==> src/rtl/uart_receive.sv <==
// uart_receive: 8N1 serial receiver (start, 8 data bits LSB first, stop).
// The line is oversampled at clockperbit clocks per bit and sampled mid-bit.
// A received byte is held under a valid/ack handshake. Framing errors give a
// one-cycle pulse. A lost byte sets a sticky overrun flag.
module uart_receive #(
  parameter int unsigned clockperbit = 16
) (
  input  logic       clock,
  input  logic       reset,
  input  logic       rx,
  output logic [7:0] rxdata,
  output logic       rxvalid,
  input  logic       rxack,
  output logic       rxerror,
  output logic       rxoverrun
);

  // Counter reload values: half a bit to reach the start-bit midpoint,
  // then a full bit between successive mid-bit samples.
  localparam logic [15:0] HalfLoad = 16'(clockperbit / 2 - 1);
  localparam logic [15:0] FullLoad = 16'(clockperbit - 1);

  typedef enum logic [2:0] {
    StIdle,
    StStart,
    StData,
    StStop,
    StBreak
  } state_e;

  state_e      state;
  logic [15:0] cnt;
  logic [3:0]  index;
  logic [7:0]  shift;
  logic        rx_meta;
  logic        rxs;

  // Two-flop synchronizer; resets to the idle (high) line level.
  always_ff @(posedge clock or negedge reset) begin
    if (!reset) begin
      rx_meta <= 1'b1;
      rxs     <= 1'b1;
    end else begin
      rx_meta <= rx;
      rxs     <= rx_meta;
    end
  end

  // Receive FSM with registered outputs and the valid/ack/overrun handshake.
  always_ff @(posedge clock or negedge reset) begin
    if (!reset) begin
      state     <= StIdle;
      cnt       <= 16'd0;
      index     <= 4'd0;
      shift     <= 8'h00;
      rxdata    <= 8'h00;
      rxvalid   <= 1'b0;
      rxerror   <= 1'b0;
      rxoverrun <= 1'b0;
    end else begin
      rxerror <= 1'b0;

      // Ack of a held byte; a completion below in the same cycle overrides
      // rxvalid, so the ack retires the old byte while the new one is kept.
      if (rxack && rxvalid) begin
        rxvalid   <= 1'b0;
        rxoverrun <= 1'b0;
      end

      unique case (state)
        StIdle: begin
          if (!rxs) begin
            cnt   <= HalfLoad;
            state <= StStart;
          end
        end

        StStart: begin
          if (cnt != 16'd0) begin
            cnt <= cnt - 16'd1;
          end else if (rxs) begin
            // Start bit did not hold to its midpoint: treat as a glitch.
            state <= StIdle;
          end else begin
            cnt   <= FullLoad;
            index <= 4'd0;
            state <= StData;
          end
        end

        StData: begin
          if (cnt != 16'd0) begin
            cnt <= cnt - 16'd1;
          end else begin
            shift[index[2:0]] <= rxs;
            cnt               <= FullLoad;
            index             <= index + 4'd1;
            if (index == 4'd7) begin
              state <= StStop;
            end
          end
        end

        StStop: begin
          if (cnt != 16'd0) begin
            cnt <= cnt - 16'd1;
          end else if (rxs) begin
            // Newest byte wins; flag the loss if the old one was unread.
            rxdata  <= shift;
            rxvalid <= 1'b1;
            if (rxvalid && !rxack) begin
              rxoverrun <= 1'b1;
            end
            state <= StIdle;
          end else begin
            rxerror <= 1'b1;
            state   <= StBreak;
          end
        end

        StBreak: begin
          // Hold off until the line returns high so a stuck-low line is
          // not decoded as a stream of frames.
          if (rxs) begin
            state <= StIdle;
          end
        end

        default: begin
          state <= StIdle;
        end
      endcase
    end
  end

endmodule

==> config.mk <==
export PLATFORM = sky130hd
export DESIGN_NAME = uart_receive
export DESIGN_NICKNAME = d
export VERILOG_FILES = /design/src/rtl/uart_receive.sv
export SDC_FILE = /design/constraint.sdc
export NUM_CORES = 1
export LEC_CHECK = 0
export CORE_AREA = 2 2 66 94
export DETAILED_ROUTE_END_ITERATION = 12
export DIE_AREA = 0 0 68 96
export GPL_ROUTABILITY_DRIVEN = 0
export GPL_TIMING_DRIVEN = 0
export SYNTH_ARGS = -nofsm -noshare
export SYNTH_HDL_FRONTEND = slang
export SYNTH_SLANG_ARGS = --single-unit
==> constraint.sdc <==
create_clock -name clock -period 2.3 [get_ports clock]
set_input_delay 0.46 -clock clock [delete_from_list [all_inputs] [get_ports clock]]
set_output_delay 0.46 -clock clock [all_outputs]
set_load 0.005 [all_outputs]
**Congestion heat map**

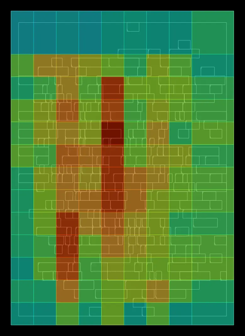
GR Util met1: 19.5%
met2 global-route usage: 27.8%

**Clock distribution**

Drawn at 6 px/um.
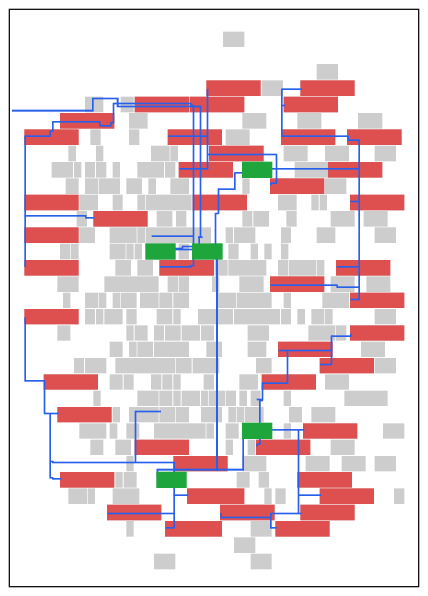
legend:
  red:
    item: flip-flops
    count: 44
  blue:
    item: clock wires
    length: 567 um
  green:
    item: clock-net drivers
    count: 5
flops lie: widely spread
routed clock nets: 6
Clock power frac: 22.6%
worst skew pair latency: 300 ps
Worst Clk Skew: 8.34 ps
power in the clock group: 0.586 mW

==> impl_metrics.csv <==
group,metric,value,unit
yosys,syn_nets,220,
grt,grt.busiest_layer,"met2",
power_and_ir_drop,power.leakage,1.23,nW
yosys,syn-instance-count,213,
clock_network,clock_path_buffers,2,
clock_network,path_clk_slew,80,ps
cells_and_area,logic_area,0.00120,mm2
final_timing,period_minus_slack,2340,ps
final_timing,setup_viol,2,
critical_path,path_delay_family,"simple AND/OR/NAND/NOR gates",
critical_path,path_buffers,1,
yosys,yosysChipArea,0.00222,mm2
route,drc_errors,0,
yosys,ys_cells,213,
clock_network,cts_made_buffers,5,
power_and_ir_drop,p_seq,1.09,mW
final_timing,finalWorstSetupSlack,-37.1,ps
route,drtPass1Iterations,4,
route,routed.top_layer,"met4",
final_timing,worst_slew_pin_slew,484,ps
die,io_pins,15,
final_timing,fin_tns_setup,-72.9,ps
critical_path,crit_cells,7,
critical_path,critical_path.max_stage_delay,480,ps
placed_design,dp.cells,298,
yosys,ys.flops,44,
cells_and_area,final_nets,252,
cells_and_area,clk_share,3.99,%
cells_and_area,top_area_cell_class,"multi-input combinational cells",
power_and_ir_drop,switching_share,36.5,%
route,wl_met2,2610,um
yosys,yosys_warnings,0,
yosys,ys_sh_adder,1.69,%
die,dieArea,0.00653,mm2
run,warnings,28,
status,violations,"setup timing",
die,die_width,68,um
cells_and_area,buffers,34,
cells_and_area,stdcell_count,316,
critical_path,start_kind,"flip-flop",
grt,antenna_found_initial,0,
route,via_per_inst,5.52,
grt,grt_use_met3,2.81,%
clock_network,cts_tree,"built",
cells_and_area,lay_top_count,"dfrtp_1",
critical_path,startpoint,"cnt[1]",
status,outcome,"finished with violations",
placed_design,dp_slack,-271,ps
power_and_ir_drop,pwr-share-seq,41.8,%
route,drt_iter0_drc,66,
power_and_ir_drop,power_density,930,mW/mm2
grt,gr-total-overflow,0,
critical_path,cp-end-kind,"flip-flop",
critical_path,r2r_start,"cnt[1]",
placed_design,io_buffers,14,
yosys,yosys-mux-area-fraction,9.93,%
die,initial_core_util,38.9,%
final_timing,hold_violations,0,
cells_and_area,num-clock-buffers,5,
critical_path,worstPathCellList,"inv_2 > ha_4 > or4b_4 > nor2_2 > a31oi_2 > and2_2 > a221o_1",
cells_and_area,largest_reg_flops,16,
yosys,synth_cell_types,48,
critical_path,critPathKind,"flip-flop to flip-flop",
**Signal wires by layer**

Drawn at 6 px/um. Two of the layers only.
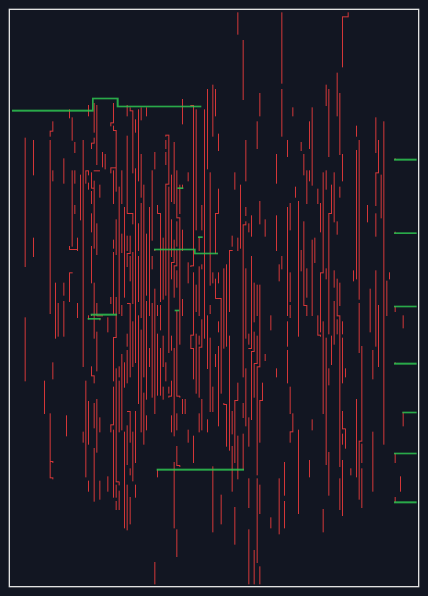
legend:
  red:
    layer: M2
    wire_length: 2610 um
  green:
    layer: M3
    wire_length: 89.9 um
via count: 1744
Post-Route WL: 4770 um

[cell usage after synthesis, types with 2 or more instances]
library cell	instances	area (um2)
dfrtp_1	42	1050
nor2_1	27	101
mux2_2	16	180
nand2_1	12	45.0
a21oi_1	9	45.0
nand3_1	8	40.0
clkbuf_1	7	26.3
nor3_1	7	35.0
nor4_1	7	43.8
o21ai_0	7	35.0
inv_1	6	22.5
a22o_1	5	43.8
and3_1	5	31.3
mux2i_1	4	40.0
ha_1	3	37.5
nor2b_1	3	18.8
nor3b_1	3	22.5
a221o_1	2	20.0
a311oi_1	2	17.5
a31oi_1	2	12.5
and2_1	2	12.5
buf_2	2	10.0
dfstp_2	2	52.6
nand4b_1	2	17.5
nor4_2	2	25.0
o22ai_1	2	12.5
or3_1	2	12.5
xnor2_1	2	17.5
Power is estimated from default activity; no workload was simulated.
